$ cat config.mk
export PLATFORM = sky130hd
export DESIGN_NAME = cmd_assembler
export DESIGN_NICKNAME = d
export VERILOG_FILES = /design/src/rtl/cmd_assembler.sv
export SDC_FILE = /design/constraint.sdc
export NUM_CORES = 1
export LEC_CHECK = 0
export ABC_AREA = 1
export CAP_MARGIN = 30
export CORE_MARGIN = 2
export CORE_UTILIZATION = 40
export DETAILED_ROUTE_END_ITERATION = 6
export PLACE_DENSITY = 0.68
export SETUP_SLACK_MARGIN = 0.1
export SYNTH_ARGS = -nofsm -noshare
export SYNTH_HDL_FRONTEND = slang
export SYNTH_SLANG_ARGS = --single-unit
$ cat constraint.sdc
create_clock -name clk -period 1.8 [get_ports clk]
set_input_delay 0.27 -clock clk [delete_from_list [all_inputs] [get_ports clk]]
set_output_delay 0.27 -clock clk [all_outputs]
set_load 0.02 [all_outputs]
$ cat src/rtl/cmd_assembler.sv
// Command assembler: turns a byte stream (header + address bytes) into one wide
// instruction and holds it until the AES or SHA request queue takes it.
module cmd_assembler #(
  parameter int ADDRW   = 24,
  parameter int OPCODEW = 2,
  parameter int TIMEOUT = 255
) (
  input  logic               clk,
  input  logic               rst_n,
  input  logic               byte_valid,
  input  logic [7:0]         byte_data,
  output logic               byte_ready,
  input  logic               ready_in_aes,
  input  logic               ready_in_sha,
  output logic               valid_out,
  output logic [OPCODEW-1:0] opcode,
  output logic [ADDRW-1:0]   key_addr,
  output logic [ADDRW-1:0]   text_addr,
  output logic [ADDRW-1:0]   dest_addr,
  output logic               err
);

  localparam int ABYTES = ADDRW / 8;
  localparam int BCW    = (ABYTES > 1) ? $clog2(ABYTES) : 1;
  localparam int TCW    = (TIMEOUT > 0) ? $clog2(TIMEOUT + 1) : 1;

  typedef enum logic [2:0] {IDLE, KEY, TEXT, DEST, HOLD} state_t;

  state_t         state, state_next;
  logic [BCW-1:0] bcnt, bcnt_next;
  logic [TCW-1:0] tcnt, tcnt_next;
  logic           err_next;
  logic           accept;
  logic           hdr_bad;
  logic           last_byte;
  logic           sel_ready;
  logic           stall_hit;

  assign byte_ready = rst_n && (state != HOLD);
  assign accept     = byte_valid && byte_ready;
  assign valid_out  = (state == HOLD);

  // Any set bit above the opcode field makes the header illegal; the shift form
  // stays valid even when the opcode fills the whole byte.
  assign hdr_bad    = |(byte_data >> OPCODEW);
  assign last_byte  = (bcnt == BCW'(ABYTES - 1));
  assign sel_ready  = opcode[0] ? ready_in_sha : ready_in_aes;
  assign stall_hit  = (tcnt == TCW'(TIMEOUT - 1));

  always_ff @(posedge clk) begin
    if (!rst_n) begin
      state <= IDLE;
      bcnt  <= '0;
      tcnt  <= '0;
      err   <= 1'b0;
    end else begin
      state <= state_next;
      bcnt  <= bcnt_next;
      tcnt  <= tcnt_next;
      err   <= err_next;
    end
  end

  always_comb begin
    state_next = state;
    bcnt_next  = bcnt;
    tcnt_next  = tcnt;
    err_next   = 1'b0;
    unique case (state)
      IDLE: begin
        bcnt_next = '0;
        tcnt_next = '0;
        if (accept) begin
          if (hdr_bad) begin
            err_next = 1'b1;
          end else if (byte_data[0]) begin
            state_next = TEXT;
          end else begin
            state_next = KEY;
          end
        end
      end
      KEY, TEXT, DEST: begin
        if (accept) begin
          tcnt_next = '0;
          if (last_byte) begin
            bcnt_next = '0;
            if (state == KEY) begin
              state_next = TEXT;
            end else if (state == TEXT) begin
              state_next = DEST;
            end else begin
              state_next = HOLD;
            end
          end else begin
            bcnt_next = bcnt + 1'b1;
          end
        end else if (stall_hit) begin
          // The idle count reaches TIMEOUT on this edge: abandon the frame.
          state_next = IDLE;
          bcnt_next  = '0;
          tcnt_next  = '0;
          err_next   = 1'b1;
        end else begin
          tcnt_next = tcnt + 1'b1;
        end
      end
      HOLD: begin
        bcnt_next = '0;
        tcnt_next = '0;
        if (sel_ready) begin
          state_next = IDLE;
        end
      end
      default: begin
        state_next = IDLE;
        bcnt_next  = '0;
        tcnt_next  = '0;
      end
    endcase
  end

  // Field registers keep their contents after a transfer or drop; only
  // valid_out says whether they mean anything.
  always_ff @(posedge clk) begin
    if (!rst_n) begin
      opcode    <= '0;
      key_addr  <= '0;
      text_addr <= '0;
      dest_addr <= '0;
    end else if (accept) begin
      unique case (state)
        IDLE: begin
          if (!hdr_bad) begin
            opcode <= byte_data[OPCODEW-1:0];
            if (byte_data[0]) begin
              key_addr <= '0;
            end
          end
        end
        KEY:     key_addr  <= ADDRW'({key_addr, byte_data});
        TEXT:    text_addr <= ADDRW'({text_addr, byte_data});
        DEST:    dest_addr <= ADDRW'({dest_addr, byte_data});
        default: ;
      endcase
    end
  end

endmodule

run_1/logic_types.png
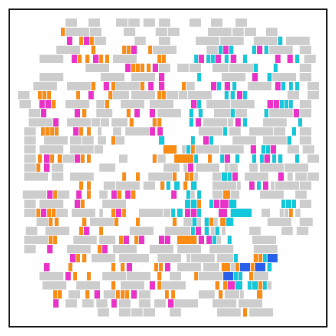
xor and xnor cells: in blue, cells 4, where bottom right. nand cells: in cyan, cells 87. nor cells: in orange, cells 124. aoi and oai cells: in magenta, cells 88, where widely spread.
final std cells w/o fill: 644
dominant logic cell type in the layout: nor2_1
Comb/total area: 29.6%

run_1/placement_by_type.png
Bar = 20 microns. Fill, decap, tap and diode cells in grey.
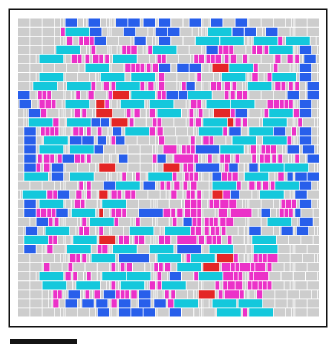
remaining buffers and delay cells: in blue, cells 110, share of their area 25%. combinational and other logic: in magenta, cells 325, share of their area 32%. sequential cells: in cyan, cells 88, share of their area 39%. clock drivers and dummy loads: in red, cells 16, share of their area 4.1%.

run_1/sizes.png
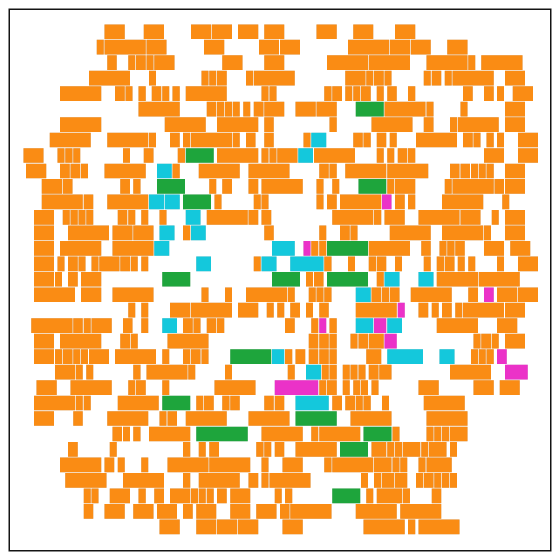
_0 and _1 cells: in orange, cells 489, most used nor2_1. _3 and _4 cells: in cyan, cells 24, most used buf_4. _6 and larger: in green, cells 16, most used clkbuf_8. _2 cells: in magenta, cells 10, most used inv_2.
Non-Clock Buffer Count: 110
growth of design area from synthesis to finish: 40.1%
final worst slack: 142 ps
final non-filler cell area: 0.00464 sq mm

run_1/clocks.png
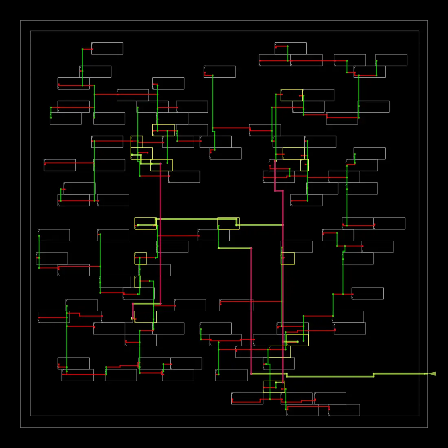
P_clk: 0.00126 W
Flops: 88

==> flow_summary.ini, run 1 <==
; implementation run metrics
[synth]
synth.distinct_cells = 25
yosys_cells = 434
synth_top_cell_by_area = dfxtp_1
synth_top_area_share_pct = 53.3
yosys_warnings = 0
synth_flops = 88
async_reset_ff_share_pct = 0

[outcome]
outcome = completed

[floorplan]
die_x_microns = 94.9
fp-row-count = 33

[worst_setup_path]
crit_slowest_cell = dfxtp_2
cpMostUsedCell = nor2_1
cp-startpoint = state[1]
r2r-end = tcnt[7]
setup.worst_path.end = byte_ready
start_kind = register
r2r_start = state[1]
cp.required_ps = 1530
cp.arrival_ps = 1390

[final_timing]
rsz0062_at_grt = yes
timing_worst_slew_pin_value_ps = 440
report.final.slew_viol_count = 0
setup_tns_ps = 0

[placed_design]
place_ws_ps = -38.1
io_buffers = 89

[final_layout]
fill_cells = 771

[pwr]
power_density_mw_per_mm2 = 731
max-vdd-ir-drop_uv = 337

[clock_tree]
cts_root_buf = clkbuf_8
cts_tree = done
ctsResizeCount = 5

[flow_run]
maxCapViolCount = 0
run 1: worst register-to-register path, delay by kind of cell, from the launching register on:
family,cells,cell delay (ps)
and+or+nand+nor,6,1010
DFF,1,340
buffers and inverters,1,100
run 1: cell type report:
type / count / area (sq um) / area share [%]
tap: 105 / 131 / 2.83
multi-input combinational: 305 / 1370 / 29.6
sequential: 88 / 1760 / 38.0
timing repair buffer: 110 / 1110 / 23.9
clock buffer: 12 / 155 / 3.35
inverter: 20 / 77.6 / 1.67
clock inverter: 4 / 28.8 / 0.621
run 1: registers in the layout, summed over array words and instances, names as in the netlist:
register   cells
dest_addr     24
key_addr      24
text_addr     24
tcnt           8
state          3
bcnt           2
opcode         2
err            1
run 1: cells in the final DEF (no fill, tap or decap):
master	n
a21oi_1	33
a31oi_1	1
buf_12	4
buf_2	1
buf_4	16
clkbuf_1	1
clkbuf_16	1
clkbuf_2	1
clkbuf_8	11
clkdlybuf4s15_2	1
clkdlybuf4s50_1	86
clkinv_2	1
clkinv_4	1
clkinvlp_4	2
dfxtp_1	87
dfxtp_2	1
ha_1	2
inv_1	16
inv_2	3
inv_4	1
nand2_1	74
nand2_2	1
nand3_1	9
nand3_4	1
nand4_1	2
nor2_1	117
nor2_2	1
nor2_4	1
nor3_1	2
nor3_4	2
nor3b_1	1
o211ai_1	2
o21ai_0	33
o21ai_1	19
xnor2_1	1
xor2_1	3
run 1: logic make-up after synthesis:
logic type	count (synthesis)	synth area share, %
and+or+nand+nor	211	26.1
xor gates and xnor gates	4	1.06
DFF	88	53.3
buffers and inverters	41	5.33
adders and majority gates	2	0.756
AOI/OAI and AO/OA	88	13.5
run 1: where the power goes:
| group | internal, W | switching (W) |
|---|---|---|
| logic | 0.0000720 | 0.0000956 |
| clock network | 0.000578 | 0.000682 |
| registers | 0.00195 | 0.00000627 |
==> run 2: changes to the inputs <==
Settings changed: CTS_CLUSTER_SIZE set to 28, SETUP_SLACK_MARGIN 0.1 to 0.05.
run_2/sizes.png
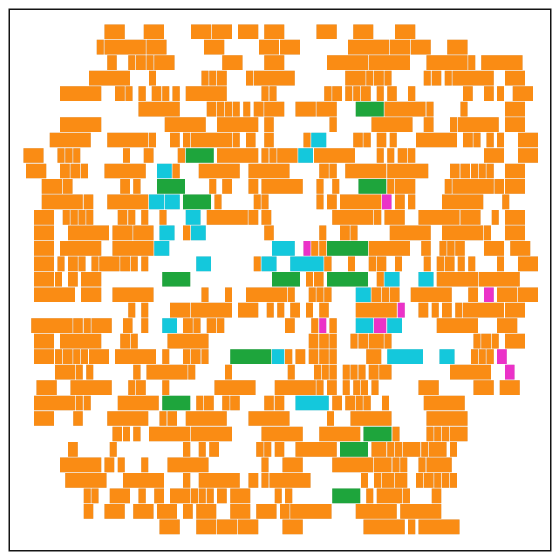
_3 and _4 cells: in cyan, cells 23, most used buf_4. _6 and larger: in green, cells 14, most used clkbuf_8. _0 and _1 cells: in orange, cells 491, most used nor2_1. _2 cells: in magenta, cells 8, most used inv_2.
final worst slack: 164 ps
Non-Clock Buffer Count: 107
growth of design area from synthesis to finish: 38.2%

==> run 2 against run 1 <==
  * Critical endpoint is now dest_addr[9]
  * Area after synthesis unchanged
  * Critical path type unchanged
  * Via count is 1.0% lower
  * Highest routed layer unchanged
  * Power is 0.40% lower
  * Cell count is 0.47% lower
  * Sequential power about the same
==> flow_summary.ini, run 2 <==
; implementation run metrics
[synth]
top_logic_kind = simple AND/OR/NAND/NOR gates
yosys_warnings = 0
synth_top_area_share_pct = 53.3
ys_sh_aoi_pct = 13.5
yosys_cells = 434
ys_sh_mux_pct = 0
synth_flops = 88
async_reset_ff_share_pct = 0
ys_sh_simple_pct = 26.1
synth_top_cell_by_area = dfxtp_1
syn_avg_cell_area_sq_um = 7.62
synth.distinct_cells = 25
synthAdderAreaFrac_pct = 0.756

[placed_design]
io_buffers = 89

[floorplan]
chipArea_sq_mm = 0.00901
fp-row-count = 33
initial_utilization_pct = 40.7
die_x_microns = 94.9

[worst_setup_path]
r2r-end = dest_addr[0]
start_kind = register
crit_slowest_cell = clkdlybuf4s50_1
cp.arrival_ps = 1370
worstSetupPathType = register to output pin
crit_fanout = 3
r2r_start = state[0]
cp.required_ps = 1530

[final_layout]
layout_top_cells = nor2_1 (117), dfxtp_1 (88), clkdlybuf4s50_1 (86)
layout.cells.most_common = nor2_1
fill_cells = 781
finalNonFillerCells = 641
top_regs = dest_addr (24), key_addr (24), text_addr (24)

[flow_run]
maxCapViolCount = 0

[pwr]
powerComb_w = 0.000164
p_sw_share_pct = 22.9
pwr-share-comb_pct = 4.9
p_seq_share_pct = 58.1
clkPwrFrac_pct = 37.0
power_leader = registers
p_sw_w = 0.000772
power_clock_w = 0.00125
p_int_w = 0.00260
seq_cell_power_w = 0.00196
max-vdd-ir-drop_uv = 335

[final_timing]
rsz0062_at_grt = no
report.final.slew_viol_count = 0

[clock_tree]
path_clk_slew_ps = 80
cts_tree = done

[global_route]
grt_pass1_wl_mm = 13.2

[outcome]
outcome = completed
run 2: cell counts after synthesis:
Identical to the previous run, type by type.
run 2: final cells by class:
type / count / area (sq um) / area share [%]
multi-input cells: 305 / 1370 / 30.0
well taps: 105 / 131 / 2.87
inverters: 20 / 77.6 / 1.70
repair buffers: 107 / 1050 / 22.9
flip-flops and latches: 88 / 1760 / 38.5
clock buffers: 12 / 155 / 3.39
clock inverters: 4 / 28.8 / 0.629
run 2: worst max-delay path by stage:
stage | slack [ps] | startpoint | cells after the start | end
global route | 60 | state[1] | 7 | dest_addr[3]
floorplan | 310 | rst_n | 5 | byte_ready
global placement | -10 | byte_valid | 6 | dest_addr[7]
detailed placement | -40 | byte_valid | 6 | dest_addr[6]
finish | 160 | dest_addr[9] | 1 | dest_addr[9]
CTS | 40 | state[1] | 5 | byte_ready
run 2: per-layer routing:
layer  GRT usage [%]  vias up  wire length, microns
met5               0        -                     0
met4            7.97        0                    99
met3            4.95        9                   470
met2            29.4       73                  3500
met1            23.8     1405                  3810
li1                -     1582                     -
run 2: logic make-up (layout without fill, tap and decap cells):
| family | Yosys count | in the layout |
|---|---|---|
| compound gates | 88 | 88 |
| xor+xnor | 4 | 4 |
| fa+ha+maj | 2 | 2 |
| buf+inv | 41 | 143 |
| flops | 88 | 88 |
| simple gates | 211 | 211 |
run 2: per-stage QoR:
stage	power (W)	instance area, sq um	setup TNS [ps]	setup WS, ps	utilization (%)
3_3_place_gp	0.00217	4400	-138	-13.6	54.1
4_1_cts	0.00342	4580	0	37.1	56.3
2_1_floorplan	0.00208	3310	0	307	-
5_1_grt	0.00351	4570	0	57.1	56.2
6_report	0.00337	4570	0	164	56.2
3_5_place_dp	0.00217	4400	-544	-38.1	54.1
Power and IR drop assume default switching activity.
